==> config.mk <==
export PLATFORM = sky130hd
export DESIGN_NAME = simple_proc_controller
export DESIGN_NICKNAME = d
export VERILOG_FILES = /design/src/rtl/simple_proc_controller.sv
export SDC_FILE = /design/constraint.sdc
export NUM_CORES = 1
export LEC_CHECK = 0
export ABC_AREA = 1
export CAP_MARGIN = 0
export CORE_MARGIN = 1.5
export CORE_UTILIZATION = 60
export DETAILED_ROUTE_END_ITERATION = 16
export PLACE_DENSITY = 0.85
export SLEW_MARGIN = 10
export SYNTH_ARGS = -nofsm -noshare
export SYNTH_HDL_FRONTEND = slang
export SYNTH_SLANG_ARGS = --single-unit
==> constraint.sdc <==
create_clock -name clk -period 4.6 [get_ports clk]
set_clock_uncertainty 0.1 [all_clocks]
set_input_delay 1.38 -clock clk [delete_from_list [all_inputs] [get_ports clk]]
set_output_delay 1.38 -clock clk [all_outputs]
set_load 0.005 [all_outputs]
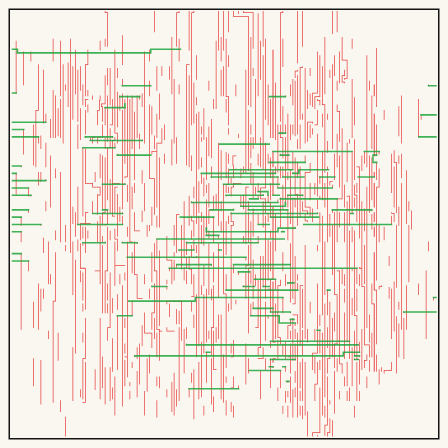
(images/metal_stack.png)
Only two layers are drawn.
[red] met2 | wire length: 4210 um
[green] met3 | wire length: 717 um
drt total wl: 9299 um
detail-routed net length per standard cell: 16.55 um
total via count after detailed routing: 3331
Overall Global Routing Usage: 33.14%

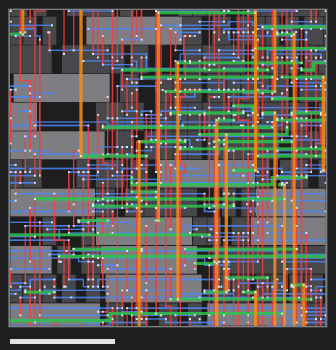
(images/zoom.png)
Bar = 10 um. Region (25, 25) to (55, 55) um. Cells in grey, sequential cells in the stronger grey; small squares are vias.
[orange] met4
[red] met2
[blue] met1
[green] met3
sequential cells in the window: 12
cells with their middle in the window: 93
most frequent: nand2_1 (23), o21ai_0 (15)

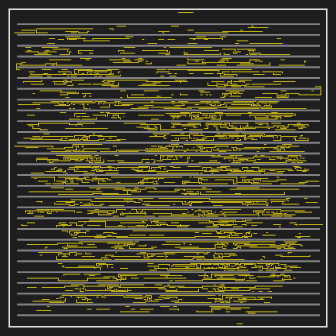
(images/met1.png)
Supply wires on this layer in grey.
main direction: horizontal
share of all routed wire: 42%
wire length on this layer: 3930 um
longest straight run: 27.6 um
nets with wire on the layer: 464
met1 Resource Use GR: 44.06%

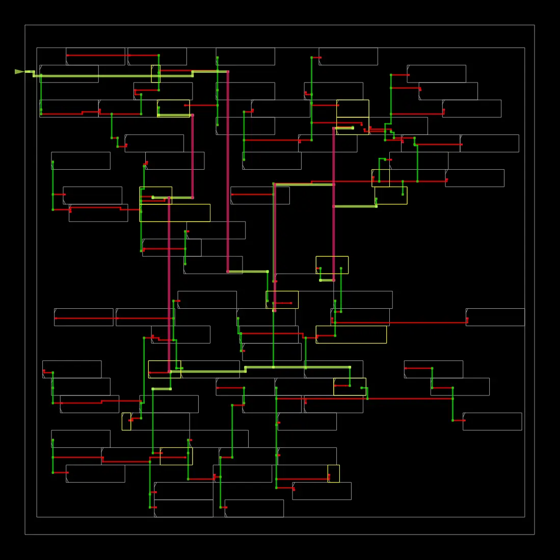
(images/final_clocks.png)
clock buffer count in the final layout: 12
# clock sinks: 68
Clk. pwr: 0.549 mW
clock latency on the worst-skew pair: 0.35 ns

==> impl_metrics.csv <==
group,metric,value,unit
synth,yosysChipArea,3532,um2
final_layout,buf_share,10.95,%
floorplanning,floorplanUtilization,62.99,%
power,total_leakage_power,1.974,nW
timing,slew_headroom,39.24,%
final_layout,largestClassByArea,"sequential cells",
floorplanning,core.rowCount,27,
synth,topCombFamilyByArea,"simple AND/OR/NAND/NOR gates",
drt,maxUsedRoutingLayer,"met4",
floorplanning,core-area,5608,um2
global_routing,grt.met3_usage,8.114,%
setup_path,reg2reg_depth,9,
setup_path,slowest_stage,"sky130_fd_sc_hd__clkdlybuf4s50_1",
floorplanning,floorplan.io_pins,44,
drt,met2_length,4211,um
clock_tree,cts_setup_buffers,0,
placement,post-dp-hpwl,6589,um
global_routing,number_of_global_route_vias_before_repair,3160,
final_layout,area.sequential,1702,um2
timing,rsz0062_at_grt,"false",
drt,routed_via_density,5.927,
run,cap_violations,0,
clock_tree,cts.reportedPaths.clkPinSlew,0.06,ns
setup_path,critical_path_cell_count,8,
drt,detail_route.drc_violations,0,
hold_path,timing.hold.worst_path_depth,1,
timing,fmaxAchievable,222.6,MHz
setup_path,worstPathCellList,"clkdlybuf4s50_1 -> buf_12 -> clkinvlp_4 -> nor2_1 -> o21ai_0 -> nand2_1 -> nand2_1 -> clkdlybuf4s50_1",
final_layout,most_frequent_logic_cells_in_the_routed_design,"sky130_fd_sc_hd__nand2_1, sky130_fd_sc_hd__o21ai_0, sky130_fd_sc_hd__dfrtp_1",
synth,yosys-mux-area-fraction,1.594,%
run,log.warning_count,28,
final_layout,num-nonclk-buffers,46,
clock_tree,ctsRootBufferMaster,"sky130_fd_sc_hd__clkbuf_8",
power,power.density,663.6,nW/um2
run_status,status,"complete, no violations",
final_layout,number_of_signal_net_inverters_in_the_final_layout,46,
final_layout,final-clk-cell-share,5.136,%
final_layout,postLayoutCoreUtil,75.59,%
final_layout,layoutNonFillerInstCount,562,
clock_tree,post_cts_resized,1,
final_layout,lay_top_count,"sky130_fd_sc_hd__nand2_1",
setup_path,critical_path_arrival,3.01,ns
synth,avgSynthCellArea,7.973,um2
setup_path,worstSetupStartpointType,"primary input",
hold_path,classification_of_the_worst_slack_hold_path,"reg -> reg",
placement,dp.cells,546,
setup_path,timing.reg2reg.setup_slack,2.86,ns
setup_path,path_buffers,4,
final_layout,logic_gate_count,314,
placement,io_buffer_count,43,
setup_path,critical_path_peak_fanout,25,
global_routing,antenna_found_initial,0,
final_layout,sh_comb_area,37.49,%
drt,first_pass_iters,5,
final_layout,logic_area,1589,um2
global_routing,met2_usage,50.51,%
synth,post_synth_fa_ha_maj_area_fraction,1.417,%
setup_path,critPathMaxStageDelay,0.50,ns
timing,worstMarginPinSlew,0.9114,ns
clock_tree,clock_buffer_depth,2,
final_layout,seq_share,40.14,%
placement,final_weighted_congestion_of_routability_driven_global_placement,0.9549,
final_layout,largest_register_ffs,32,
drt,wl_met3,717,um
final_layout,n_sequential_cell,68,
timing,final_max_slew_viol_count,0,
timing,timing.setup.tns,0,ns
setup_path,cp.required,3.12,ns
drt,first_iter_violations,431,
timing,timing.final.hold_violations,0,
floorplanning,tap_cells,72,
synth,netlist_area,3532,um2
timing,finalCritPeriodShare,97.67,%
setup_path,crit_path_max_delay_family,"buffers and inverters",
synth,synth_nets,470,
clock_tree,cts.hold.buffers_added,0,
synth,post_synth_aoi_oai_area,19.09,%
final_layout,final_nets,512,
global_routing,grt_most_used_layer,"met2",
global_routing,grt_start_max_net_pins,35,
final_layout,num_antenna_cells,0,
[report_power, final]
group / leakage [nW] / switching [mW] / total, mW / internal, mW
clock: 0.107 / 0.229 / 0.549 / 0.320
combinational: 1.01 / 0.595 / 1.07 / 0.474
sequential: 0.861 / 0.350 / 1.20 / 0.846
[synth_stat cells]
cell	instances	area, um2
sky130_fd_sc_hd__xnor2_1	2	17.52
sky130_fd_sc_hd__a21oi_1	25	125.1
sky130_fd_sc_hd__xor2_1	1	8.760
sky130_fd_sc_hd__nand3_4	1	17.52
sky130_fd_sc_hd__mux2_2	5	56.30
sky130_fd_sc_hd__o22ai_1	3	18.77
sky130_fd_sc_hd__nand3_1	33	165.2
sky130_fd_sc_hd__inv_1	43	161.4
sky130_fd_sc_hd__buf_6	1	11.26
sky130_fd_sc_hd__o21ai_0	70	350.3
sky130_fd_sc_hd__o211ai_1	24	180.2
sky130_fd_sc_hd__nor2_1	36	135.1
sky130_fd_sc_hd__nand4_1	1	6.260
sky130_fd_sc_hd__nor2_4	2	22.52
sky130_fd_sc_hd__dfrtp_1	68	1702
sky130_fd_sc_hd__nand2_1	103	386.6
sky130_fd_sc_hd__nand2_2	1	6.260
sky130_fd_sc_hd__nand3_2	1	10.01
sky130_fd_sc_hd__inv_2	3	11.26
sky130_fd_sc_hd__ha_1	4	50.05
sky130_fd_sc_hd__nor3_4	2	32.53
sky130_fd_sc_hd__buf_1	2	7.510
sky130_fd_sc_hd__buf_2	4	20.02
sky130_fd_sc_hd__clkbuf_1	8	30.03
[through the flow]
step,instance area (um2),setup WS [ns]
6_report,4239,0.1070
5_1_grt,4239,0.008523
4_1_cts,4235,0.02723
3_5_place_dp,4019,-0.005951
3_3_place_gp,4019,0.08285
2_1_floorplan,3532,1.146
Power is estimated from default activity; no workload was simulated.
